<file path="config.mk">
export PLATFORM = sky130hd
export DESIGN_NAME = cdc_fifo_write_arbiter
export DESIGN_NICKNAME = d
export VERILOG_FILES = /design/src/rtl/cdc_fifo_pkg.sv /design/src/rtl/rr_priority_picker.sv /design/src/rtl/cdc_fifo_write_arbiter.sv
export SDC_FILE = /design/constraint.sdc
export NUM_CORES = 1
export LEC_CHECK = 0
export CAP_MARGIN = 20
export CORE_ASPECT_RATIO = 1.75
export CORE_MARGIN = 2
export CORE_UTILIZATION = 40
export CTS_CLUSTER_SIZE = 16
export DETAILED_ROUTE_END_ITERATION = 8
export PLACE_DENSITY = 0.95
export SKIP_CTS_REPAIR_TIMING = 1
export SLEW_MARGIN = 20
export SYNTH_ARGS = -nofsm -noshare
export SYNTH_HDL_FRONTEND = slang
export SYNTH_SLANG_ARGS = --single-unit
export TNS_END_PERCENT = 20
</file>
<file path="constraint.sdc">
create_clock -name clock -period 6.06 [get_ports clock]
set_input_delay 1.212 -clock clock [delete_from_list [all_inputs] [get_ports clock]]
set_output_delay 1.212 -clock clock [all_outputs]
set_load 0.1 [all_outputs]
</file>
<file path="src/rtl/cdc_fifo_pkg.sv">
// cdc_fifo_pkg: shared types and sizing helpers for the CDC FIFO write and read sides.
package cdc_fifo_pkg;
  typedef enum logic {ARB_IDLE, ARB_BURST} arb_state_t;
  // Source id width; read-side logic uses the same function so tags line up.
  function automatic int src_id_width(input int n);
    return (n > 1) ? $clog2(n) : 1;
  endfunction
endpackage

</file>
<file path="src/rtl/rr_priority_picker.sv">
// rr_priority_picker: first set request at or after pointer, wrapping modulo N.
module rr_priority_picker
  import cdc_fifo_pkg::*;
#(
  parameter int N = 4,
  parameter int PW = src_id_width(N)
) (
  input  logic [N-1:0]  requests,
  input  logic [PW-1:0] pointer,
  output logic [PW-1:0] winner,
  output logic          found
);
  localparam logic [PW:0] NW = N[PW:0];
  logic [2*N-1:0] doubled;
  logic [N-1:0]   rotated;
  logic [PW-1:0]  offset;
  logic [PW:0]    sum;
  logic [PW:0]    wrapped;
  always_comb begin
    doubled = {requests, requests} >> pointer;
    rotated = doubled[N-1:0];
    offset = '0;
    found = 1'b0;
    for (int i = N - 1; i >= 0; i--) begin
      if (rotated[i]) begin
        offset = i[PW-1:0];
        found = 1'b1;
      end
    end
    // Explicit wrap so non-power-of-2 counts never index past N-1.
    sum = {1'b0, pointer} + {1'b0, offset};
    wrapped = (sum >= NW) ? sum - NW : sum;
    winner = wrapped[PW-1:0];
  end
endmodule

</file>
<file path="src/rtl/cdc_fifo_write_arbiter.sv">
// cdc_fifo_write_arbiter: packet-granular round-robin sharing of a CDC FIFO write port.
module cdc_fifo_write_arbiter
  import cdc_fifo_pkg::*;
#(
  parameter int NUM_REQUESTERS = 4,
  parameter int DATA_WIDTH = 8,
  parameter int MAX_BURST = 8
) (
  input  logic                                   clock,
  input  logic                                   reset,
  input  logic [NUM_REQUESTERS-1:0]              req_valid,
  input  logic [NUM_REQUESTERS*DATA_WIDTH-1:0]   req_data,
  input  logic [NUM_REQUESTERS-1:0]              req_last,
  output logic [NUM_REQUESTERS-1:0]              req_ready,
  input  logic                                   full,
  output logic                                   write_increment,
  output logic [DATA_WIDTH-1:0]                  write_data,
  output logic [src_id_width(NUM_REQUESTERS)-1:0] write_source,
  output logic [NUM_REQUESTERS-1:0]              grant,
  output logic                                   busy
);
  localparam int NR = NUM_REQUESTERS;
  localparam int SW = src_id_width(NUM_REQUESTERS);
  localparam int BW = $clog2(MAX_BURST + 1);
  arb_state_t    state_q, state_d;
  logic [NR-1:0] grant_q, grant_d;
  logic [SW-1:0] source_q, source_d;
  logic [BW-1:0] beat_count_q, beat_count_d;
  logic [SW-1:0] rr_pointer_q, rr_pointer_d;
  logic [SW-1:0] winner;
  logic          found;
  logic          fire;
  logic          release_grant;

  rr_priority_picker #(.N(NR), .PW(SW)) u_picker (
    .requests (req_valid),
    .pointer  (rr_pointer_q),
    .winner   (winner),
    .found    (found)
  );

  always_comb begin
    busy = state_q == ARB_BURST;
    fire = busy & req_valid[source_q] & ~full;
    release_grant = fire & (req_last[source_q] | (beat_count_q == BW'(MAX_BURST - 1)));
    req_ready = (busy & ~full) ? grant_q : '0;
    write_increment = fire;
    write_data = req_data[int'(source_q)*DATA_WIDTH +: DATA_WIDTH];
    write_source = source_q;
    grant = grant_q;
    state_d = state_q;
    grant_d = grant_q;
    source_d = source_q;
    beat_count_d = beat_count_q;
    rr_pointer_d = rr_pointer_q;
    if (!busy && found) begin
      state_d = ARB_BURST;
      source_d = winner;
      grant_d = NR'(1) << winner;
    end else if (release_grant) begin
      // Forced release at MAX_BURST re-arbitrates the packet remainder like a fresh request.
      state_d = ARB_IDLE;
      grant_d = '0;
      beat_count_d = '0;
      rr_pointer_d = (source_q == SW'(NR - 1)) ? '0 : source_q + 1'b1;
    end else if (fire) begin
      beat_count_d = beat_count_q + 1'b1;
    end
  end

  always_ff @(posedge clock or posedge reset) begin
    if (reset) begin
      state_q <= ARB_IDLE;
      grant_q <= '0;
      source_q <= '0;
      beat_count_q <= '0;
      rr_pointer_q <= '0;
    end else begin
      state_q <= state_d;
      grant_q <= grant_d;
      source_q <= source_d;
      beat_count_q <= beat_count_d;
      rr_pointer_q <= rr_pointer_d;
    end
  end
endmodule
</file>
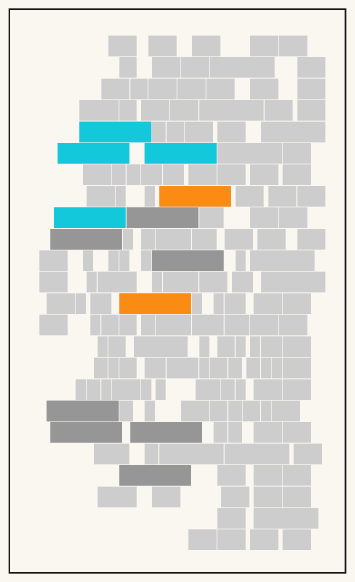
(sequential cells grouped by signal name)
Other sequential cells in the stronger gray, the rest of the logic in the fainter gray.
- orange: rr_pointer_q (flops 2)
- cyan: grant (flops 4; where top left)
- not colored: 7
core utilization of the finished layout: 69.1%
Seq area share: 19.1%
Power Sequential: 0.184 mW

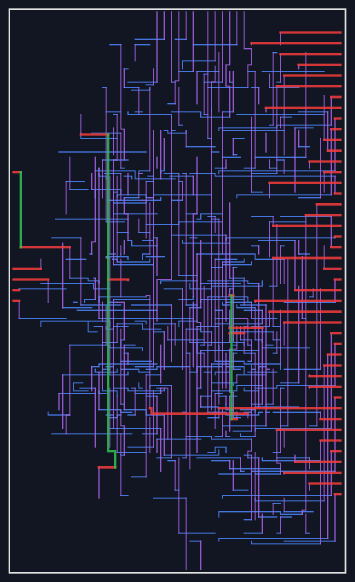
(routed metal, one color a layer)
- red: M3 (wire length 246 um)
- green: M4 (wire length 68.2 um)
- purple: M2 (wire length 1610 um)
- blue: M1 (wire length 1100 um)
DR vias: 1076
All-Layer GR Usage: 22.6%
final WL: 3030 um

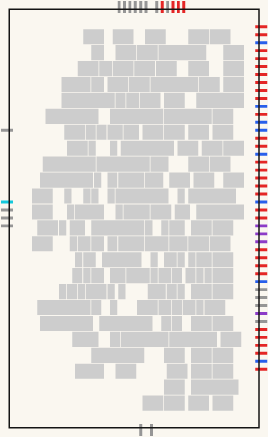
(pin placement)
Pins as bars across the die edge, other pins in gray.
- purple: req_valid (pins 4; direction input; edge right)
- cyan: reset (pins 1; direction input; edge left)
- blue: write_data (pins 8; direction output; edge right)
- red: req_data (pins 32; direction input; edge 28 right, 4 top)
- all pins by edge: 44 right, 12 top, 5 left, 2 bottom
Die Span X: 42.4 um
die height: 71.2 um
Port-buffer cells: 62

logic make-up after synthesis:
family | Yosys count | share of synthesized area (%)
flip-flops | 13 | 31.5
adder cells (fa/ha/maj) | 3 | 3.64
AND-OR/OR-AND | 21 | 14.9
AND/OR/NAND/NOR | 43 | 20.7
XOR/XNOR | 2 | 1.70
multiplexers | 12 | 22.8
buffers and inverters | 12 | 4.73
cells in the final DEF, fill, tap and decap left out:
cell / netlist / layout
nor3b_1: 1 / 1
or2_1: 1 / 1
clkdlybuf4s50_1: 0 / 62
mux2i_1: 1 / 1
nor2b_1: 1 / 1
o2111ai_1: 1 / 1
nor2_1: 12 / 12
ha_1: 3 / 3
inv_1: 5 / 5
nand3_1: 3 / 3
o31ai_1: 3 / 3
dfrtp_1: 13 / 13
nor4_1: 2 / 2
o22ai_1: 1 / 1
a32o_1: 2 / 2
clkbuf_1: 3 / 1
o211ai_2: 1 / 1
o211ai_1: 1 / 1
a21oi_1: 3 / 3
nand2_2: 1 / 1
a22oi_1: 1 / 1
xnor2_1: 1 / 1
clkbuf_8: 0 / 3
xor2_1: 1 / 1
o21ai_0: 7 / 7
nand2b_1: 1 / 1
mux4_2: 9 / 9
or4b_1: 1 / 1
mux2_2: 2 / 2
nor3_1: 2 / 2
o21bai_4: 1 / 1
or2_2: 1 / 1
nand2_1: 11 / 11
and2_1: 4 / 4
and3b_1: 1 / 1
or4_1: 1 / 1
sequential cells by signal, indices dropped and copies added, names as in the netlist:
name,cells
beat_count_q,4
busy,1
write_source,2
grant,4
rr_pointer_q,2
layer usage:
layer | GRT usage, % | vias to the layer above | share of wire [%]
met3 | 4.85 | 7 | 8.1
met4 | 11.1 | 0 | 2.2
met5 | 0 | - | 0
met1 | 23.8 | 500 | 36
met2 | 41.2 | 60 | 53
li1 | - | 509 | -
==> results.json <==
{
  "clock_power_mw": 0.0796,
  "crit_start": "req_valid[2]",
  "crit_family": "buffers and inverters",
  "num_tap_cells": 26,
  "cpMostUsedCell": "clkdlybuf4s50_1",
  "min_path_cells": 2,
  "p_clk_share_pct": 8.3,
  "setup_viol": 0,
  "share_seq_of_total_power_pct": 19.2,
  "num-multi-input-gates": 81,
  "synthDistinctLibCells": 36,
  "p_leak_nw": 0.690,
  "nClkBuffers": 4,
  "areaGrowthSynthToFinish_pct": 64.7,
  "worst_path_max_delay_cell": "clkdlybuf4s50_1",
  "min_from": "beat_count_q[1]$_DFFE_PP0P_",
  "wl_per_cell_um": 15.8,
  "setup_slack_ns": 1.28,
  "h-tree-depth": 1,
  "top_area_share_pct": 31.5,
  "min_period_over_period_pct": 78.8,
  "p_per_area_nw_per_um2": 563,
  "design.seq.count": 13,
  "finClkSkew_ns": 0.00207,
  "crit_arrival_ns": 3.57,
  "period_minus_slack_ns": 4.78,
  "hold_ws_ns": 0.515,
  "top_cells_by_count": "dfrtp_1, nor2_1, nand2_1",
  "grt_first_pass_wirelength_um": 5210,
  "yosysChipArea_um2": 1030,
  "dpl.hpwl_um": 2480,
  "biggestCellCategory": "combinational gates",
  "ys_cells": 106,
  "drtPass1Iterations": 6,
  "slowest_delay_ns": 1.15,
  "power.largest_group": "combinational cells",
  "path_clk_slew_ns": 0.05,
  "synth-edff-count": 0,
  "synth_flops": 13,
  "cts_tree": "built",
  "yosysTopAreaCell": "dfrtp_1",
  "grt_pass1_vias": 1107,
  "fmax_mhz": 209,
  "tightestPinTransition_ns": 0.995,
  "critPathBufInv": 3,
  "core_um2": 2460,
  "topCellsByArea": "dfrtp_1, mux4_2, nor2_1, nand2_1, ha_1",
  "clock_insertion_delay_worst_skew_ns": 0.25,
  "syn_inst": 106,
  "rr_endpoint": "rr_pointer_q[1]$_DFFE_PP0P_",
  "layout.nets": 212,
  "place_ws_ns": 1.31,
  "fillers": 187,
  "dr.first_iter.drc_count": 31,
  "synth_nets": 152,
  "yosysWarningCount": 0,
  "rsz0062_at_grt": "false",
  "design_area_um2": 1700,
  "drtAntennaViolNets": 0,
  "fp-utilization_pct": 41.9,
  "drive_above_1_share_pct": 10.9,
  "swShare_pct": 60.2,
  "ir_drop_uv": 372,
  "critPathCapture": "write_increment",
  "die_area_um2": 3020,
  "finalMaxSlewViolations": 0,
  "placed_cell_area_um2": 1660,
  "status": "finished clean",
  "clockNetworkAreaShare_pct": 2.65,
  "ys.flop_type": "dfrtp_1",
  "gp_congestion": 0.811,
  "p_total_mw": 0.957,
  "logic_area_um2": 658,
  "grt_overflow_total": 0,
  "antenna_cells": 0,
  "critical_path_class": "primary input to output port",
  "min_path_type": "flip-flop to flip-flop",
  "n_all_inverters": 5,
  "synthesis.area_um2": 1030,
  "rrSetupSlack_ns": 3.77,
  "power_frac_comb_pct": 72.4,
  "tool_warnings": 26,
  "layout.nonclk_buf_share_pct": 36.5,
  "hold_violations": 0,
  "dpl.cell_count": 187,
  "top_cell": "dfrtp_1",
  "r2r_cells": 4,
  "critical_path.endpoint_type": "output port",
  "synth_seq_share_pct": 31.5,
  "crit_cells": 6,
  "drc": 0,
  "tns_ns": 0,
  "p_sw_mw": 0.576,
  "sh_comb_area_pct": 38.7,
  "hold_path_end": "beat_count_q[1]$_DFFE_PP0P_",
  "clock-sinks": 13,
  "grt_max_degree": 16,
  "seqCellArea_um2": 325,
  "clockBufferDepth": 2,
  "async_flop_share_pct": 100,
  "crit_fanout": 9,
  "buffers": 62,
  "row_count": 24,
  "start_kind": "primary input"
}
Power and IR drop assume default switching activity.
